File: src/rtl/ingress_pkg.sv
// ingress_pkg: shared types and constants for the ingress frame path.
//   arb_state_t   - arbiter FSM state (IDLE / XFER)
//   CMD_*         - frame header command codes
//   HDR_*         - header byte field layout: {cmd[2:0], src[4:0]}
//   LEN_OVERHEAD  - fixed per-frame byte overhead added by upstream framing
//   make_header() - packs a header byte from command and source id
package ingress_pkg;

  typedef enum logic {
    ST_IDLE = 1'b0,
    ST_XFER = 1'b1
  } arb_state_t;

  localparam logic [2:0] CMD_CONNECT    = 3'b000;
  localparam logic [2:0] CMD_DISCONNECT = 3'b001;
  localparam logic [2:0] CMD_SEND_DATA  = 3'b010;

  localparam int HDR_CMD_LSB = 5;
  localparam int HDR_CMD_W   = 3;
  localparam int HDR_SRC_LSB = 0;
  localparam int HDR_SRC_W   = 5;

  localparam int LEN_OVERHEAD = 21;

  function automatic logic [7:0] make_header(input logic [2:0] cmd, input logic [4:0] src);
    return {cmd, src};
  endfunction

endpackage

File: src/rtl/rr_pick.sv
// rr_pick: combinational round-robin selector.
//   req  - request vector
//   ptr  - index of the last winner; search starts at ptr+1 (mod NUM_REQ)
//   gnt  - one-hot winner (zero when no request)
//   any  - at least one request is set
module rr_pick #(
  parameter int NUM_REQ = 4,
  parameter int PTR_W   = $clog2(NUM_REQ)
) (
  input  logic [NUM_REQ-1:0] req,
  input  logic [PTR_W-1:0]   ptr,
  output logic [NUM_REQ-1:0] gnt,
  output logic               any
);

  logic [PTR_W:0]       shift;
  logic [NUM_REQ-1:0]   rot_lo;
  logic [NUM_REQ-1:0]   first;

  // Rotate so that source ptr+1 sits at bit 0, isolate the lowest set bit,
  // then rotate back. Doubling the vector makes the rotate a plain shift.
  // When NUM_REQ is a power of two, ptr+1 wrapping to zero is still correct.
  always_comb begin
    shift  = {1'b0, ptr} + (PTR_W+1)'(1);
    rot_lo = NUM_REQ'({req, req} >> shift);
    first  = rot_lo & (~rot_lo + NUM_REQ'(1));
    gnt    = NUM_REQ'(({first, first} << shift) >> NUM_REQ);
    any    = |req;
  end

endmodule

File: src/rtl/ingress_frame_arbiter.sv
// ingress_frame_arbiter: shares one ingress FIFO write port among NUM_REQ
// frame sources, granting whole frames round-robin so bytes never interleave.
//
// Ports:
//   clk, rst        clock, synchronous active-high reset
//   req_valid_i     per-source byte valid
//   req_data_i      per-source byte, source k at [k*DATA_W +: DATA_W]
//   req_last_i      per-source last byte of frame
//   req_ready_o     per-source accept (only the owner, only when FIFO not full)
//   full_i          FIFO full
//   data_o          byte to FIFO (holds last written byte between writes)
//   writereq_o      FIFO write strobe, combinational
//   grant_o         one-hot frame owner, zero when idle
//   frame_done_o    one-cycle pulse after a frame's last byte is written
//   abort_o         one-cycle abort to a stalled owner
//
// Build option: define INGRESS_ARB_TIMEOUT_EN to abort an owner that offers no
// byte for TIMEOUT_CYC non-full cycles. Without it abort_o is tied 0 and a
// stalled owner keeps the grant indefinitely.
//
// state   | meaning
// --------+---------------------------------------------------------------
// ST_IDLE | no owner; arbitrate among valid sources (one-cycle bubble)
// ST_XFER | grant_o owns the port until its last byte (or abort)
module ingress_frame_arbiter #(
  parameter int NUM_REQ     = 4,
  parameter int DATA_W      = 8,
  parameter int TIMEOUT_CYC = 64
) (
  input  logic                      clk,
  input  logic                      rst,
  input  logic [NUM_REQ-1:0]        req_valid_i,
  input  logic [NUM_REQ*DATA_W-1:0] req_data_i,
  input  logic [NUM_REQ-1:0]        req_last_i,
  output logic [NUM_REQ-1:0]        req_ready_o,
  input  logic                      full_i,
  output logic [DATA_W-1:0]         data_o,
  output logic                      writereq_o,
  output logic [NUM_REQ-1:0]        grant_o,
  output logic                      frame_done_o,
  output logic [NUM_REQ-1:0]        abort_o
);
  import ingress_pkg::*;

  localparam int PW = $clog2(NUM_REQ);

  if (NUM_REQ < 2 || NUM_REQ > 8 || TIMEOUT_CYC < 1) begin : g_bad_param
    $error("ingress_frame_arbiter: NUM_REQ must be 2..8 and TIMEOUT_CYC >= 1");
  end

  arb_state_t         state;
  logic [PW-1:0]      rr_ptr;
  logic [PW-1:0]      g_idx;
  logic [NUM_REQ-1:0] pick_gnt;
  logic               pick_any;
  logic [DATA_W-1:0]  data_q;
  logic [DATA_W-1:0]  data_sel;
  logic               xfer;
  logic               last_g;
  logic               timeout;

  rr_pick #(.NUM_REQ(NUM_REQ), .PTR_W(PW)) u_rr_pick (
    .req (req_valid_i),
    .ptr (rr_ptr),
    .gnt (pick_gnt),
    .any (pick_any)
  );

  // grant_o is only non-zero in ST_XFER, so masking by it covers the state.
  assign req_ready_o = rst ? '0 : (grant_o & {NUM_REQ{~full_i}});
  assign xfer        = |(req_valid_i & req_ready_o);
  assign writereq_o  = xfer;
  assign last_g      = |(req_last_i & grant_o);
  assign data_o      = xfer ? data_sel : data_q;

  always_comb begin
    data_sel = '0;
    g_idx    = '0;
    for (int k = 0; k < NUM_REQ; k++) begin
      if (grant_o[k]) begin
        data_sel = req_data_i[k*DATA_W +: DATA_W];
        g_idx    = PW'(k);
      end
    end
  end

  always_ff @(posedge clk) begin
    if (rst) begin
      state        <= ST_IDLE;
      grant_o      <= '0;
      rr_ptr       <= PW'(NUM_REQ - 1);
      frame_done_o <= 1'b0;
      data_q       <= '0;
    end else begin
      frame_done_o <= 1'b0;
      if (xfer) data_q <= data_sel;
      case (state)
        ST_IDLE: begin
          if (pick_any) begin
            grant_o <= pick_gnt;
            state   <= ST_XFER;
          end
        end
        ST_XFER: begin
          if (xfer && last_g) begin
            state        <= ST_IDLE;
            grant_o      <= '0;
            rr_ptr       <= g_idx;
            frame_done_o <= 1'b1;
          end else if (timeout) begin
            state   <= ST_IDLE;
            grant_o <= '0;
            rr_ptr  <= g_idx;
          end
        end
        default: state <= ST_IDLE;
      endcase
    end
  end

`ifdef INGRESS_ARB_TIMEOUT_EN
  localparam int CW = $clog2(TIMEOUT_CYC + 1);

  logic [CW-1:0] stall_cnt;
  logic          stall;

  // Only owner-side silence counts; FIFO back-pressure neither counts nor clears.
  assign stall   = (state == ST_XFER) && ~|(req_valid_i & grant_o) && ~full_i;
  assign timeout = stall && (stall_cnt == CW'(TIMEOUT_CYC - 1));

  always_ff @(posedge clk) begin
    if (rst) begin
      stall_cnt <= '0;
      abort_o   <= '0;
    end else begin
      abort_o <= '0;
      if (state != ST_XFER || xfer || timeout) stall_cnt <= '0;
      else if (stall)                          stall_cnt <= stall_cnt + CW'(1);
      if (timeout) abort_o <= grant_o;
    end
  end
`else
  assign timeout = 1'b0;
  assign abort_o = '0;
`endif

endmodule

File: config.mk
export PLATFORM = sky130hd
export DESIGN_NAME = ingress_frame_arbiter
export DESIGN_NICKNAME = d
export VERILOG_FILES = /design/src/rtl/ingress_pkg.sv /design/src/rtl/rr_pick.sv /design/src/rtl/ingress_frame_arbiter.sv
export SDC_FILE = /design/constraint.sdc
export NUM_CORES = 1
export LEC_CHECK = 0
export CORE_AREA = 2 2 66 68
export DETAILED_ROUTE_END_ITERATION = 10
export DIE_AREA = 0 0 68 70
export PLACE_DENSITY = 0.86
export SETUP_SLACK_MARGIN = 0.15
export SKIP_CTS_REPAIR_TIMING = 1
export SYNTH_ARGS = -nofsm -noshare
export SYNTH_HDL_FRONTEND = slang
export SYNTH_SLANG_ARGS = --single-unit
File: constraint.sdc
create_clock -name clk -period 1.55 [get_ports clk]
set_clock_uncertainty 0.1 [all_clocks]
set_input_delay 0.155 -clock clk [delete_from_list [all_inputs] [get_ports clk]]
set_output_delay 0.155 -clock clk [all_outputs]
set_load 0.05 [all_outputs]
Run 1, cells coloured by class:
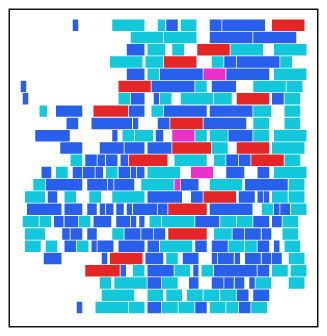
class	colour	cells
registers	red	16
remaining logic cells	blue	129
clock drivers and dummy loads	magenta	4
remaining buffers and delay cells	cyan	101
core area: 4140 um2
Seq area share: 11.6%
fin area: 2920 um2
row cnt: 24
Util after Layout: 70.5%

Run 1, routing congestion:
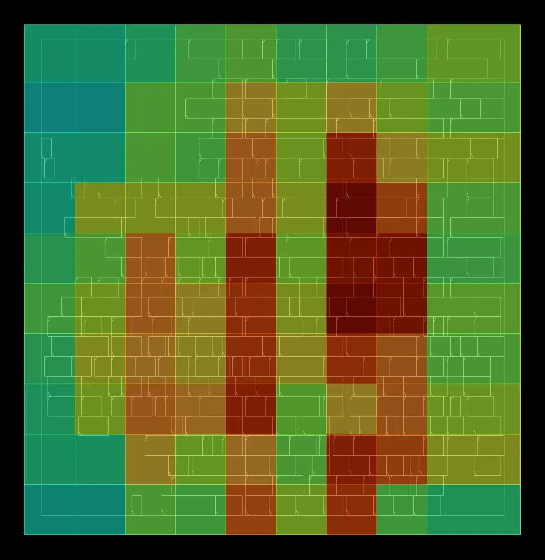
met1 usage: 25.4%
met2 Resource Use GR: 33.9%
global route hottest layer: met2
WL per Instance: 17.9 um
Total GRT Usage: 20.0%

Run 1, clock distribution:
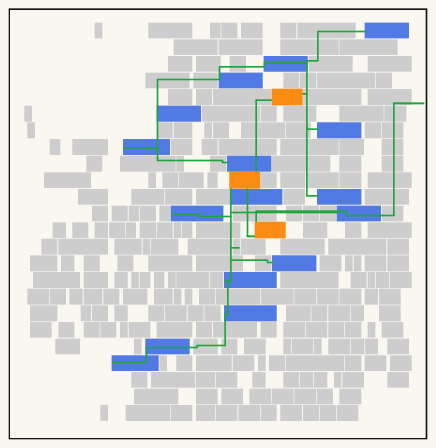
[clock-net drivers] orange | count: 3
[flip-flops] blue | count: 16
[clock wires] green | length: 277 um
routed clock nets	4
Clock net power: 340 uW
Latency at later pin: 0.25 ns
Clock Power Share: 23.4%

==> qor.yml, run 1 <==
floorplan:
  io_pins: 65
  die_x_um: 68
  die_area_um2: 4760
  fp_util_pct: 35.9
logic_synthesis:
  ys_types: 51
  yosys.area.top_type: "dfxtp_1"
  syn_area_per_cell_um2: 9.31
  synth_area_um2: 1490
  ys_area_um2: 1490
  yosysWarnings: 0
  postSynthCellCount: 160
  synthTopCellsByArea: "dfxtp_1 (22%), a2bb2oi_2 (8.1%), nand3b_1 (5.5%), a311o_1 (5.4%), a221oi_1 (4.7%)"
  ys.flops: 16
  flop_cell: "dfxtp_1"
  synth.yosys.seq_area_share_pct: 21.5
global_routing:
  grt_pass1_wl_mm: 7.27
  grt_max_degree: 19
  overflow: 0
clock_tree:
  cts_made_buffers: 3
  clkSlewWorstSetupHoldPaths_ns: 0.07
  cts.root.buffer_cell: "clkbuf_8"
  clockBufferDepth: 2
  clock_sinks: 16
  cts_tree: "yes"
critical_path:
  critPathArrivalTime_ns: 1.70
  crit_buf_inv: 3
  required_ns: 1.29
  cp-startpoint: "grant_o[1]"
  crit_slowest_cell: "dfxtp_4"
  path_depth: 6
  crit_top_cell: "buf_12"
  crit_family: "AND-OR/OR-AND gates"
  cp-end-kind: "primary output"
  crit_type: "reg2out"
  regToRegEndpoint: "data_q[2]"
  worstSetupEndpoint: "data_o[6]"
  crit_chain: "buf_4, a22oi_4, buf_12, a221oi_4, a2bb2oi_4, buf_12"
  startpoint_type: "flop"
  slowest_delay_ns: 0.37
  worst_r2r_path_depth: 7
min_path:
  min_path_type: "in2reg"
final_layout:
  final_common_cell: "clkdlybuf4s50_1"
  areaGrowthSynthToFinish_pct: 96.2
  mostFrequentLayoutCells: "clkdlybuf4s50_1 (38), buf_4 (30), buf_12 (22)"
  fin_nets: 295
  drive_gt1_share_pct: 45.2
timing:
  min_period_ns: 1.95
  rsz0062_at_grt: "yes"
  worst_slack_ns: -0.401
  drv_slew: 0
  setup_viol: 26
  finalClockPeriodUsage_pct: 126
  max_freq_ghz: 0.513
placed_design:
  post-dp-hpwl_mm: 3.65
  port_buffers: 60
  place.gp.congestion: 0.898
power:
  vdd_drop_max_v: 0.000270
  p_total_uw: 1450
  p_sw_uw: 497
  swShare_pct: 34.2
  p_seq_share_pct: 30.8
  comb_power_share_pct: 45.8
  powerDensity_nw_per_um2: 498
route:
  drt_pass1_iterations: 4
  route.detailed.drc: 0
  num_vias: 1589
  drt_iter0_drc: 63
  ant_nets: 0
  via_per_inst: 5.26
  totalWireLength_mm: 5.40
status:
  failed_checks: "setup timing"
  status: "finished with violations"
flow_run:
  max_cap_violations: 0
==> run 1: state kept, by name, indices dropped and copies added, names as in the netlist <==
name	cells
data_q	8
frame_done_o	1
grant_o	4
rr_ptr	2
state	1
==> run 1: worst register-to-register path: cells and delay by family, from the launching register on <==
kind / cells / cell delay [ns]
AOI/OAI and AO/OA: 3 / 0.65
DFF: 1 / 0.37
buffers and inverters: 3 / 0.36
and+or+nand+nor: 1 / 0.14
==> run 1: cells by family after synthesis <==
kind of cell | after synthesis | synth area share [%]
buf+inv | 26 | 12.0
fa+ha+maj | 1 | 0.840
compound gates | 48 | 34.1
other cells | 1 | 0.252
mux | 4 | 3.61
simple gates | 64 | 27.6
flops | 16 | 21.5
==> run 1: synth_stat cells, types with 2 or more instances <==
| master | number |
|---|---|
| nand3_1 | 2 |
| a2bb2oi_2 | 8 |
| a22o_1 | 2 |
| o211ai_1 | 2 |
| o21ai_0 | 2 |
| nor2b_1 | 11 |
| mux2i_1 | 2 |
| and2b_1 | 8 |
| a22oi_4 | 2 |
| a311o_1 | 8 |
| buf_4 | 7 |
| buf_2 | 3 |
| o21ai_2 | 2 |
| inv_1 | 7 |
| a221oi_1 | 8 |
| buf_6 | 5 |
| nor2_1 | 9 |
| nor4_1 | 2 |
| dfxtp_1 | 16 |
| nand3b_1 | 11 |
| clkbuf_1 | 2 |
| nand2_1 | 9 |
| a21oi_1 | 2 |
| nand2b_1 | 2 |
| a211oi_1 | 2 |
==> run 1: metrics by stage <==
step | instances | hold WS [ns] | area (um2) | setup TNS [ns] | setup slack, ns
2_1_floorplan | 163 | 0.245 | 1720 | -2.50 | -0.193
3_3_place_gp | 286 | 0.439 | 2660 | -6.97 | -0.323
3_5_place_dp | 286 | 0.449 | 2660 | -7.84 | -0.387
4_1_cts | 290 | 0.464 | 2710 | -4.24 | -0.456
5_1_grt | 302 | 0.255 | 2920 | -6.17 | -0.436
6_report | 302 | 0.245 | 2920 | -5.07 | -0.401
==> run 1: worst min-delay path by stage <==
stage / depth (start not counted) / slack [ns] / endpoint
after floorplan: 1 / 0.25 / data_q[6]
after global placement: 2 / 0.44 / state
after detailed placement: 2 / 0.45 / state
after CTS: 2 / 0.46 / state
after global routing: 3 / 0.25 / state
final: 3 / 0.25 / state
==> run 1: routing by layer <==
layer	track usage (%)	vias to the layer above	part of all wire, %
li1	-	780	-
met1	25.4	738	39
met5	0	-	0
met3	2.74	8	6.7
met4	6.67	0	2.6
met2	33.9	63	51
==> run 1: power groups by stage <==
stage	registers [uW]	logic (uW)	clock network [uW]
floorplan	463	324	0
global placement	459	592	0
detailed placement	459	601	0
CTS	450	604	346
global route	451	693	370
finish	449	665	340
==> run 1: layout make-up <==
class,instances,area (um2),share of cell area (%)
multi-input combinational,121,1270,43.6
timing repair buffer,101,1160,39.7
sequential,16,338,11.6
tap,52,65.1,2.23
clock buffer,4,45.0,1.54
inverter,8,41.3,1.41
--- run 2 (diff from run 1) ---
--- a/config.mk
+++ b/config.mk
@@ -5,9 +5,10 @@
 export SDC_FILE = /design/constraint.sdc
 export NUM_CORES = 1
 export LEC_CHECK = 0
-export CORE_AREA = 2 2 66 68
+export ABC_AREA = 1
+export CORE_AREA = 2 2 63 65
 export DETAILED_ROUTE_END_ITERATION = 10
-export DIE_AREA = 0 0 68 70
+export DIE_AREA = 0 0 65 67
 export PLACE_DENSITY = 0.86
 export SETUP_SLACK_MARGIN = 0.15
 export SKIP_CTS_REPAIR_TIMING = 1
Run 2, cells coloured by class:
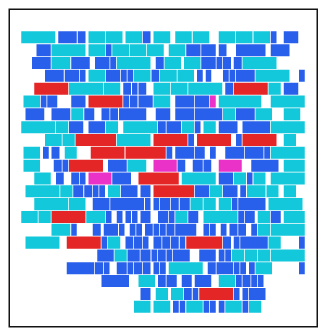
class	colour	cells
remaining logic cells	blue	192
registers	red	16
clock drivers and dummy loads	magenta	4
remaining buffers and delay cells	cyan	104
core area: 3610 um2
Seq area share: 11.6%
row cnt: 22
Util after Layout: 80.3%
fin area: 2900 um2

==> qor.yml, run 2 <==
critical_path:
  critPathArrivalTime_ns: 1.99  # +0.29 ns
  crit_type: "reg2reg"
  crit_chain: "inv_4, nor3_4, nand2_1, nand2_2, nor2_4, clkbuf_16, buf_6, buf_12, nor2_8, nor3_2, a31oi_1"
  crit_slowest_cell: "dfxtp_4"
  crit_buf_inv: 4  # +1
  cp-end-kind: "flop"
  required_ns: 1.62  # +0.33 ns
  startpoint_type: "flop"
  path_depth: 11  # +5
  worst_r2r_path_depth: 11  # +4
  slowest_delay_ns: 0.37  # about the same
route:
  via_per_inst: 5.57  # +5.8%
  route.detailed.drc: 0  # unchanged
  ant_nets: 0  # unchanged
  drt_pass1_iterations: 6  # +2
  drt_iter0_drc: 241  # +280%
power:
  p_seq_share_pct: 32.3  # +1.5 points
  p_sw_uw: 461  # -7.3%
  vdd_drop_max_v: 0.000591  # +120%
logic_synthesis:
  synthTopCellsByArea: "dfxtp_1 (25%), nand2_1 (23%), nand3_1 (11%), a21oi_1 (11%), o21ai_0 (3.5%)"
  flop_cell: "dfxtp_1"
  synth.top_cells.by_count: "nand2_1 (78), nand3_1 (29), a21oi_1 (27)"
  aoi_share_pct: 17.6  # -17 points
  synth_area_um2: 1280  # -14%
  syn_area_per_cell_um2: 5.90  # -37%
  ys_area_um2: 1280  # -14%
  yosys.area_share.xor_xnor_pct: 0  # unchanged
  adder_share_pct: 0.978  # +0.14 points
  synth.yosys.seq_area_share_pct: 25.0  # +3.5 points
  postSynthCellCount: 217  # +36%
  ys.flops: 16  # unchanged
floorplan:
  fp_util_pct: 35.5  # -0.43 points
  die_area_um2: 4360  # -8.5%
  die_x_um: 65  # -4.4%
  io_pins: 65  # unchanged
final_layout:
  fin_nets: 361  # +22%
  areaGrowthSynthToFinish_pct: 126
  reg_top3: "data_q x8, grant_o x4, rr_ptr x2"
  mostFrequentLayoutCells: "nand2_1 (56), clkdlybuf4s50_1 (40), buf_4 (33)"
  layout.cells.non_filler: 364  # +21%
  top_register: "data_q"
  final_common_cell: "nand2_1"
  drive_gt1_share_pct: 44.0  # -1.2 points
timing:
  min_period_ns: 1.92  # -0.0266 ns
  worst_slack_ns: -0.374  # +0.0266 ns
  finalSetupTns_ns: -5.51  # -0.446 ns
  whs_ns: 0.403  # +0.158 ns
  rsz0062_at_grt: "yes"
  setup_viol: 22  # -15%
  max_freq_ghz: 0.520  # +1.4%
  finalClockPeriodUsage_pct: 124  # -1.7 points
global_routing:
  grt_use_met1_pct: 26.0  # +0.57 points
  grt_use_met3_pct: 3.72  # +0.98 points
  grt_pass1_wl_mm: 7.50  # +3.2%
  grtUsageMet2_pct: 39.9  # +6.1 points
  overflow: 0  # unchanged
  top_usage_layer: "met2"
clock_tree:
  clock_sinks: 16  # unchanged
  clkSlewWorstSetupHoldPaths_ns: 0.07  # about the same
  cts_made_buffers: 3  # unchanged
  clk_latency_ns: 0.26  # about the same
  clockBufferDepth: 2  # unchanged
status:
  status: "finished with violations"
  failed_checks: "setup timing"
placed_design:
  post-dp-hpwl_mm: 3.74  # +2.3%
  port_buffers: 60  # unchanged
  dpl_cell_area_um2: 2510  # -5.6%
  place.gp.congestion: 0.874  # -2.7%
flow_run:
  max_cap_violations: 0  # unchanged
min_path:
  min_path_type: "reg2reg"
Run 2, routed metal, one colour a layer:
Two of the layers only.
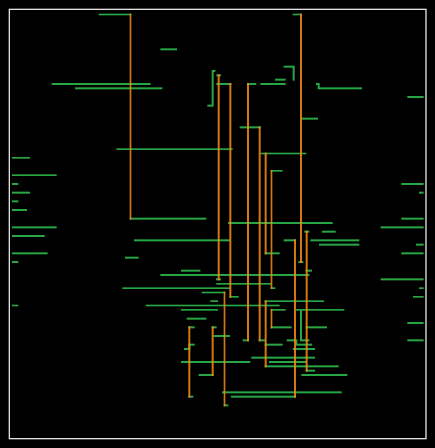
layer	colour	wire length
M4	orange	339 um
M3	green	433 um
Total GRT Usage: 22.0%
WL per Instance: 18.1 um
vias: 2026
DRT Wirelength: 6.58 mm

-- run 2: netlist changes by cell type in the layout (fill, tap and decap cells not counted), moves of 8 or more --
cell,change
nand3_1,+21
nand3b_1,-11
a2bb2oi_4,-8
nor2b_1,-11
a21oi_2,+13
and2b_1,-8
a21oi_1,+11
a311o_1,-8
nand2_4,+16
nand2_1,+47
-- run 2: final timing paths --
kind / startpoint / endpoint / slack, ns
worst max-delay path: grant_o[1] / rr_ptr[1] / -0.37
worst min-delay path: data_q[5] / data_q[5] / 0.40
worst max register to register: grant_o[1] / rr_ptr[1] / -0.37
worst min register to register: data_q[5] / data_q[5] / 0.40
-- run 2: power groups by stage --
stage / Sequential (uW) / Clock [uW] / Combinational (uW)
after floorplan: 452 / 0 / 208
after global placement: 436 / 0 / 456
after detailed placement: 436 / 0 / 469
after CTS: 428 / 330 / 472
after global routing: 431 / 350 / 595
final: 430 / 332 / 568
-- run 2: tightest hold or removal path: cells and delay by family (launching register included) --
kind            cells  cell delay [ns]
flops               1             0.31
compound gates      1             0.05
simple gates        1             0.10
-- run 2: final cells by class --
class	instances	area, um2	share of cell area, %
clock buffers	3	41.3	1.43
well taps	48	60.1	2.07
repair buffers	104	1210	42.0
flip-flops and latches	16	337	11.6
inverters	15	76.3	2.64
clock inverters	1	3.75	0.130
repair inverters	1	16.3	0.562
multi-input cells	176	1150	39.6
-- run 2: cell families after synthesis --
| group | count (synthesis) |
|---|---|
| AOI/OAI and AO/OA | 43 |
| other | 1 |
| adders and majority gates | 1 |
| buffers and inverters | 28 |
| DFF | 16 |
| and+or+nand+nor | 128 |
-- run 2: through the flow --
stage / setup slack [ns] / total power, uW
finish: -0.374 / 1330
global route: -0.438 / 1380
CTS: -0.525 / 1230
detailed placement: -0.503 / 905
global placement: -0.459 / 892
floorplan: -0.501 / 660
-- run 2: per-layer routing --
layer  routed length [um]  up-vias
met4                  338        0
met3                  432       33
li1                     -      920
met1                 2320      941
met5                    0        -
met2                 3490      132
Power figures rest on the tool's default switching activity, not on a simulated workload.
